**config.mk**
```make
export PLATFORM = sky130hd
export DESIGN_NAME = rs_pulse_gen
export DESIGN_NICKNAME = d
export VERILOG_FILES = /design/src/rtl/rs_pkg.sv /design/src/rtl/db_chan.sv /design/src/rtl/rs_pulse_gen.sv
export SDC_FILE = /design/constraint.sdc
export NUM_CORES = 1
export LEC_CHECK = 0
export CELL_PAD_IN_SITES_DETAIL_PLACEMENT = 1
export CELL_PAD_IN_SITES_GLOBAL_PLACEMENT = 1
export CORE_AREA = 5 5 49 51
export CTS_BUF_LIST = sky130_fd_sc_hd__clkbuf_8
export DETAILED_ROUTE_END_ITERATION = 8
export DIE_AREA = 0 0 54 56
export GPL_TIMING_DRIVEN = 0
export PLACE_DENSITY_LB_ADDON = 0.12
export SLEW_MARGIN = 40
export SYNTH_ARGS = -nofsm -noshare
export SYNTH_HDL_FRONTEND = slang
export SYNTH_HIERARCHICAL = 1
export SYNTH_SLANG_ARGS = --single-unit
```
**constraint.sdc**
```tcl
create_clock -name c -period 2.1 [get_ports c]
set_input_delay 0.42 -clock c [delete_from_list [all_inputs] [get_ports c]]
set_output_delay 0.42 -clock c [all_outputs]
set_load 0.005 [all_outputs]
```
**src/rtl/rs_pkg.sv**
```systemverilog
// Shared definitions for the debounced RS pulse generator: channel states,
// default debounce length and channel indices.
package rs_pkg;

  typedef enum logic [1:0] {
    ST_IDLE     = 2'd0,
    ST_DB_PRESS = 2'd1,
    ST_HELD     = 2'd2,
    ST_DB_REL   = 2'd3
  } chan_state_t;

  localparam int DB_CYCLES_DEF = 16;

  localparam int CH_SET = 0;
  localparam int CH_RST = 1;

endpackage

```
**src/rtl/db_chan.sv**
```systemverilog
// One debounce channel: 2-flop synchronizer, press/release FSM and counter.
// fire is combinational and marks the cycle in which a press is accepted.
module db_chan
  import rs_pkg::*;
#(
  parameter int DB_CYCLES = DB_CYCLES_DEF,
  parameter int CNT_W     = 5
) (
  input  logic c,
  input  logic r_n,
  input  logic raw,
  output logic fire,
  output logic not_idle
);

  localparam logic [CNT_W-1:0] CNT_LAST = CNT_W'(DB_CYCLES - 1);

  logic             sync_reg;
  logic             syn_reg;
  chan_state_t      state_reg;
  chan_state_t      state_next;
  logic [CNT_W-1:0] cnt_reg;
  logic [CNT_W-1:0] cnt_next;

  always_ff @(posedge c) begin
    if (!r_n) begin
      sync_reg  <= 1'b0;
      syn_reg   <= 1'b0;
      state_reg <= ST_IDLE;
      cnt_reg   <= '0;
    end else begin
      sync_reg  <= raw;
      syn_reg   <= sync_reg;
      state_reg <= state_next;
      cnt_reg   <= cnt_next;
    end
  end

  // Every transition clears the counter, so it can never reach past CNT_LAST.
  always_comb begin
    state_next = state_reg;
    cnt_next   = cnt_reg;
    fire       = 1'b0;
    case (state_reg)
      ST_IDLE: begin
        if (syn_reg) begin
          state_next = ST_DB_PRESS;
          cnt_next   = '0;
        end
      end
      ST_DB_PRESS: begin
        if (!syn_reg) begin
          state_next = ST_IDLE;
          cnt_next   = '0;
        end else if (cnt_reg == CNT_LAST) begin
          state_next = ST_HELD;
          cnt_next   = '0;
          fire       = 1'b1;
        end else begin
          cnt_next = cnt_reg + 1'b1;
        end
      end
      ST_HELD: begin
        if (!syn_reg) begin
          state_next = ST_DB_REL;
          cnt_next   = '0;
        end
      end
      ST_DB_REL: begin
        if (syn_reg) begin
          state_next = ST_HELD;
          cnt_next   = '0;
        end else if (cnt_reg == CNT_LAST) begin
          state_next = ST_IDLE;
          cnt_next   = '0;
        end else begin
          cnt_next = cnt_reg + 1'b1;
        end
      end
      default: begin
        state_next = ST_IDLE;
        cnt_next   = '0;
      end
    endcase
  end

  assign not_idle = (state_reg != ST_IDLE);

endmodule

```
**src/rtl/rs_pulse_gen.sv**
```systemverilog
// Debounces the set and reset buttons and turns each accepted press into a
// single-cycle registered strobe; reset wins when both fire together.
module rs_pulse_gen
  import rs_pkg::*;
#(
  parameter int DB_CYCLES = DB_CYCLES_DEF,
  parameter int CNT_W     = 5
) (
  input  logic c,
  input  logic r_n,
  input  logic bs,
  input  logic br,
  output logic s,
  output logic r,
  output logic busy
);

  logic [1:0] raw;
  logic [1:0] fire;
  logic [1:0] not_idle;
  logic       s_reg;
  logic       r_reg;

  assign raw[CH_SET] = bs;
  assign raw[CH_RST] = br;

  for (genvar gi = 0; gi < 2; gi++) begin : g_chan
    db_chan #(
      .DB_CYCLES (DB_CYCLES),
      .CNT_W     (CNT_W)
    ) u_chan (
      .c        (c),
      .r_n      (r_n),
      .raw      (raw[gi]),
      .fire     (fire[gi]),
      .not_idle (not_idle[gi])
    );
  end

  // A set fire that loses to reset is dropped, not deferred.
  always_ff @(posedge c) begin
    if (!r_n) begin
      s_reg <= 1'b0;
      r_reg <= 1'b0;
    end else begin
      s_reg <= fire[CH_SET] & ~fire[CH_RST];
      r_reg <= fire[CH_RST];
    end
  end

  assign s    = s_reg;
  assign r    = r_reg;
  assign busy = |not_idle;

endmodule

```
Gate families picked out:
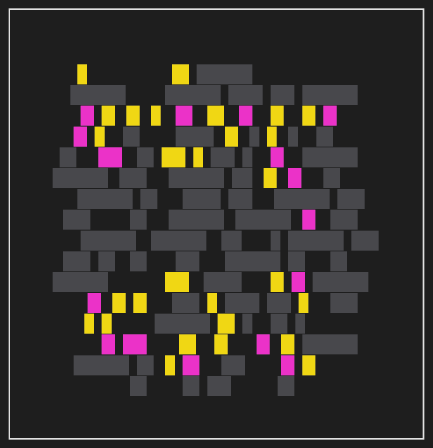
[inverting AOI/OAI gates] magenta | cells: 16 | most used: a21oi_1
[NAND gates] yellow | cells: 28 | most used: nand3_1

Routed clock nets over the placement:
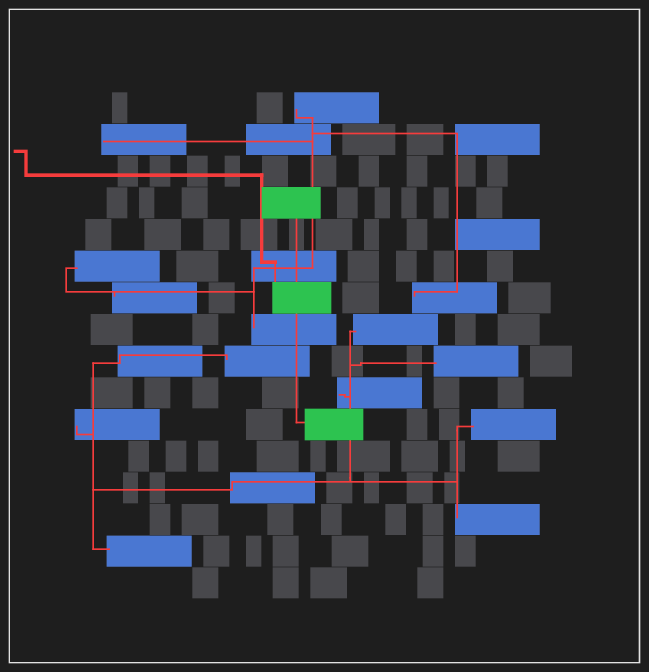
[flip-flops] blue | count: 20
[cells driving clock nets] green | count: 3
[clock wires] red | length: 246 um
routed clock nets: 4

Cells colored by class:
The bar under the picture is 20 um long.
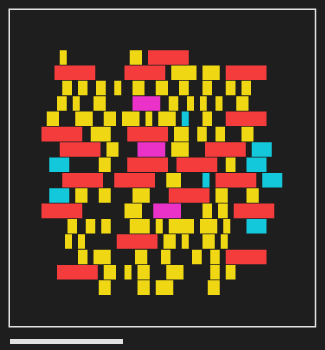
[all other logic] yellow | cells: 77
[other buffers and delay cells] cyan | cells: 8
[cells driving clock nets] magenta | cells: 3
[flops] red | cells: 20

Cell sizes after repair:
The bar under the picture is 20 um long.
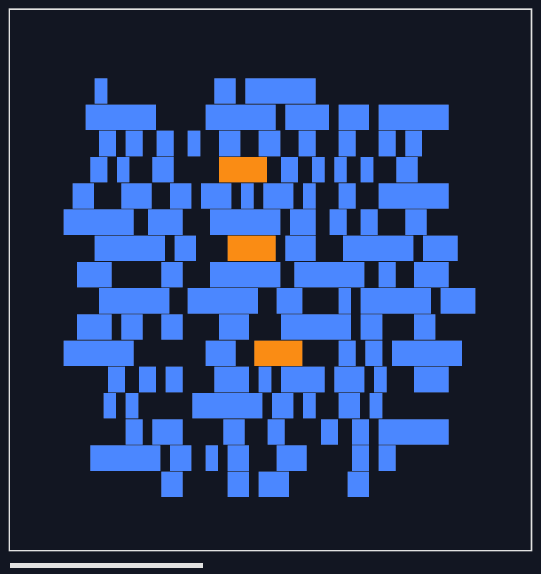
[drive 1 or less] blue | cells: 105
[drive 6 and up] orange | cells: 3

-- worst max-delay path, cell delays in order, from the launching register on --
cell	delay [ns]
dfxtp_1	0.39
or2_1	0.24
or2_1	0.22
clkdlybuf4s50_1	0.44
-- per-layer routing --
metal | part of all wire | routed length (um) | vias to the layer above | global-route usage
met3 | 0.022 | 44 | 2 | 0.02413
met1 | 0.52 | 1040 | 345 | 0.2098
met2 | 0.45 | 905 | 9 | 0.2284
met4 | 0.0035 | 7 | 0 | 0.05338
li1 | - | - | 369 | -
met5 | 0 | 0 | - | 0
-- report_power, final --
part	internal [uW]	leakage (uW)	switching (uW)
clock network	127	0.0000216	117
registers	384	0.000162	4.96
logic	13.7	0.000202	17.6
total	525	0.000386	139
==> impl_table.tex <==
% Auto-generated results table
\begin{tabular}{lr}
\hline
Metric & Value \\
\hline
\multicolumn{2}{l}{\textbf{Final layout}} \\
\quad Proportion of cell area spent on the clock network & 0.04089 \\
\quad Non-clock buffer instance count of the final layout & 8 \\
\quad Register share of the cell area & 0.3965 \\
\quad Layout overhead on the synthesized area & 15.45\% \\
\quad Seq cells & 20 \\
\quad Multi-In Gates & 73 \\
\quad Non-Filler Instances & 135 \\
\quad Commonest non-fill, non-tap cell in the layout & dfxtp\_1 \\
\quad Area used by multi-input combinational logic & 451.7 um2 \\
\quad Net count of the finished layout & 116 \\
\quad Most common logic cells in the final layout & dfxtp\_1 (20), nand3\_1 (12), nand2\_1 (10) \\
\quad Total area of sequential cells & 400.4 um2 \\
\quad Biggest cell category by area in the final layout & multi-input combinational cells \\
\quad Number of non-clock inverters in the layout & 4 \\
\quad Number of flip-flops under the largest register name & 10 \\
\multicolumn{2}{l}{\textbf{Critical path}} \\
\quad Critical R2R Capture & s \\
\quad Capture point of the worst path & busy \\
\quad Signal arrival time at the worst endpoint & 1.55 ns \\
\quad CP Launch Point & g\_chan[1].u\_chan/state\_reg[0] \\
\quad Largest fanout on the critical path & 8 \\
\multicolumn{2}{l}{\textbf{Outcome}} \\
\quad Status & finished clean \\
\multicolumn{2}{l}{\textbf{Synthesis}} \\
\quad Top-area cell share & 0.4578 \\
\quad Average size of a mapped cell & 8.834 um2 \\
\quad Top logic cell family in the synthesized netlist & simple AND/OR/NAND/NOR gates \\
\quad Biggest area consumer among synthesized cells & dfxtp\_1 \\
\quad Post-Syn Nets & 105 \\
\quad Mux share & 0 \\
\quad Adder-Cell Fraction of Synth Area & 0.02861 \\
\quad Post-synth seq share & 0.4578 \\
\quad Number of standard cells reported by yosys & 99 \\
\quad Number of synthesis warnings & 6 \\
\quad Count of flip-flops with a built-in enable after synthesis & 0 \\
\quad Main flop type & dfxtp\_1 \\
\quad Synth async-reset ratio & 0 \\
\quad Most instantiated cells after synthesis & dfxtp\_1 (20), nand3\_1 (12), nand2\_1 (10), a21oi\_1 (8), and2\_1 (5) \\
\quad Mapped Area & 874.6 um2 \\
\quad XORs/XNORs by Area & 0.06009 \\
\quad Count of mapped cells out of synthesis & 99 \\
\multicolumn{2}{l}{\textbf{Global routing}} \\
\quad Antenna violations before repair & 0 \\
\quad Via count of the first global-routing pass & 758 \\
\quad First-pass GRT wire length & 3450 um \\
\quad Global Route Usage Sum & 0.1503 \\
\quad Overflow after GRT & 0 \\
\multicolumn{2}{l}{\textbf{Floorplanning}} \\
\quad Die height & 56 um \\
\quad Area of the core & 1902 um2 \\
\quad I/O pins & 7 \\
\quad Area of the die & 3024 um2 \\
\quad Count of inserted tapcells & 27 \\
\multicolumn{2}{l}{\textbf{Clock tree}} \\
\quad Clk pin slew, worst setup/hold paths & 0.07 ns \\
\quad Number of gates resized after cts & 0 \\
\quad Maximum buffer depth of the clock tree & 2 \\
\quad Late-Pin Clk Latency & 0.25 ns \\
\quad Clock net sink count & 20 \\
\multicolumn{2}{l}{\textbf{Final timing}} \\
\quad FMAX & 0.5081 GHz \\
\quad Post-Route Setup TNS & 0 ns \\
\quad Min Clock Period, post-route & 1.968 ns \\
\quad Final Hold Slack & 0.4375 ns \\
\quad RSZ-0062 raised after global routing & no \\
\quad Final WS setup & 0.1318 ns \\
\quad Setup Viol. Count Final & 0 \\
\quad Actual transition at the worst max-transition pin & 0.4061 ns \\
\quad Fin. Hold Viols & 0 \\
\multicolumn{2}{l}{\textbf{Placement}} \\
\quad Placed instance count & 132 \\
\quad PortBufs & 6 \\
\multicolumn{2}{l}{\textbf{Routing}} \\
\quad Via count of the routed design & 725 \\
\quad Final wirelength & 1997 um \\
\quad Detailed Route Iter0 Violations & 6 \\
\quad Tally of nets with antenna violations remaining after routing & 0 \\
\quad Pre-antenna DRT Iters & 4 \\
\multicolumn{2}{l}{\textbf{Power and ir drop}} \\
\quad Power density over the cells & 657.9 nW/um2 \\
\quad Static leakage & 0.0003857 uW \\
\quad Worst VDD drop & 0.3108 mV \\
\multicolumn{2}{l}{\textbf{Hold path}} \\
\quad Launch instance of the worst min-delay path & g\_chan[0].u\_chan/sync\_reg \\
\quad Hold Path Sink & g\_chan[0].u\_chan/syn\_reg \\
\hline
\end{tabular}
Power figures rest on the tool's default switching activity, not on a simulated workload.
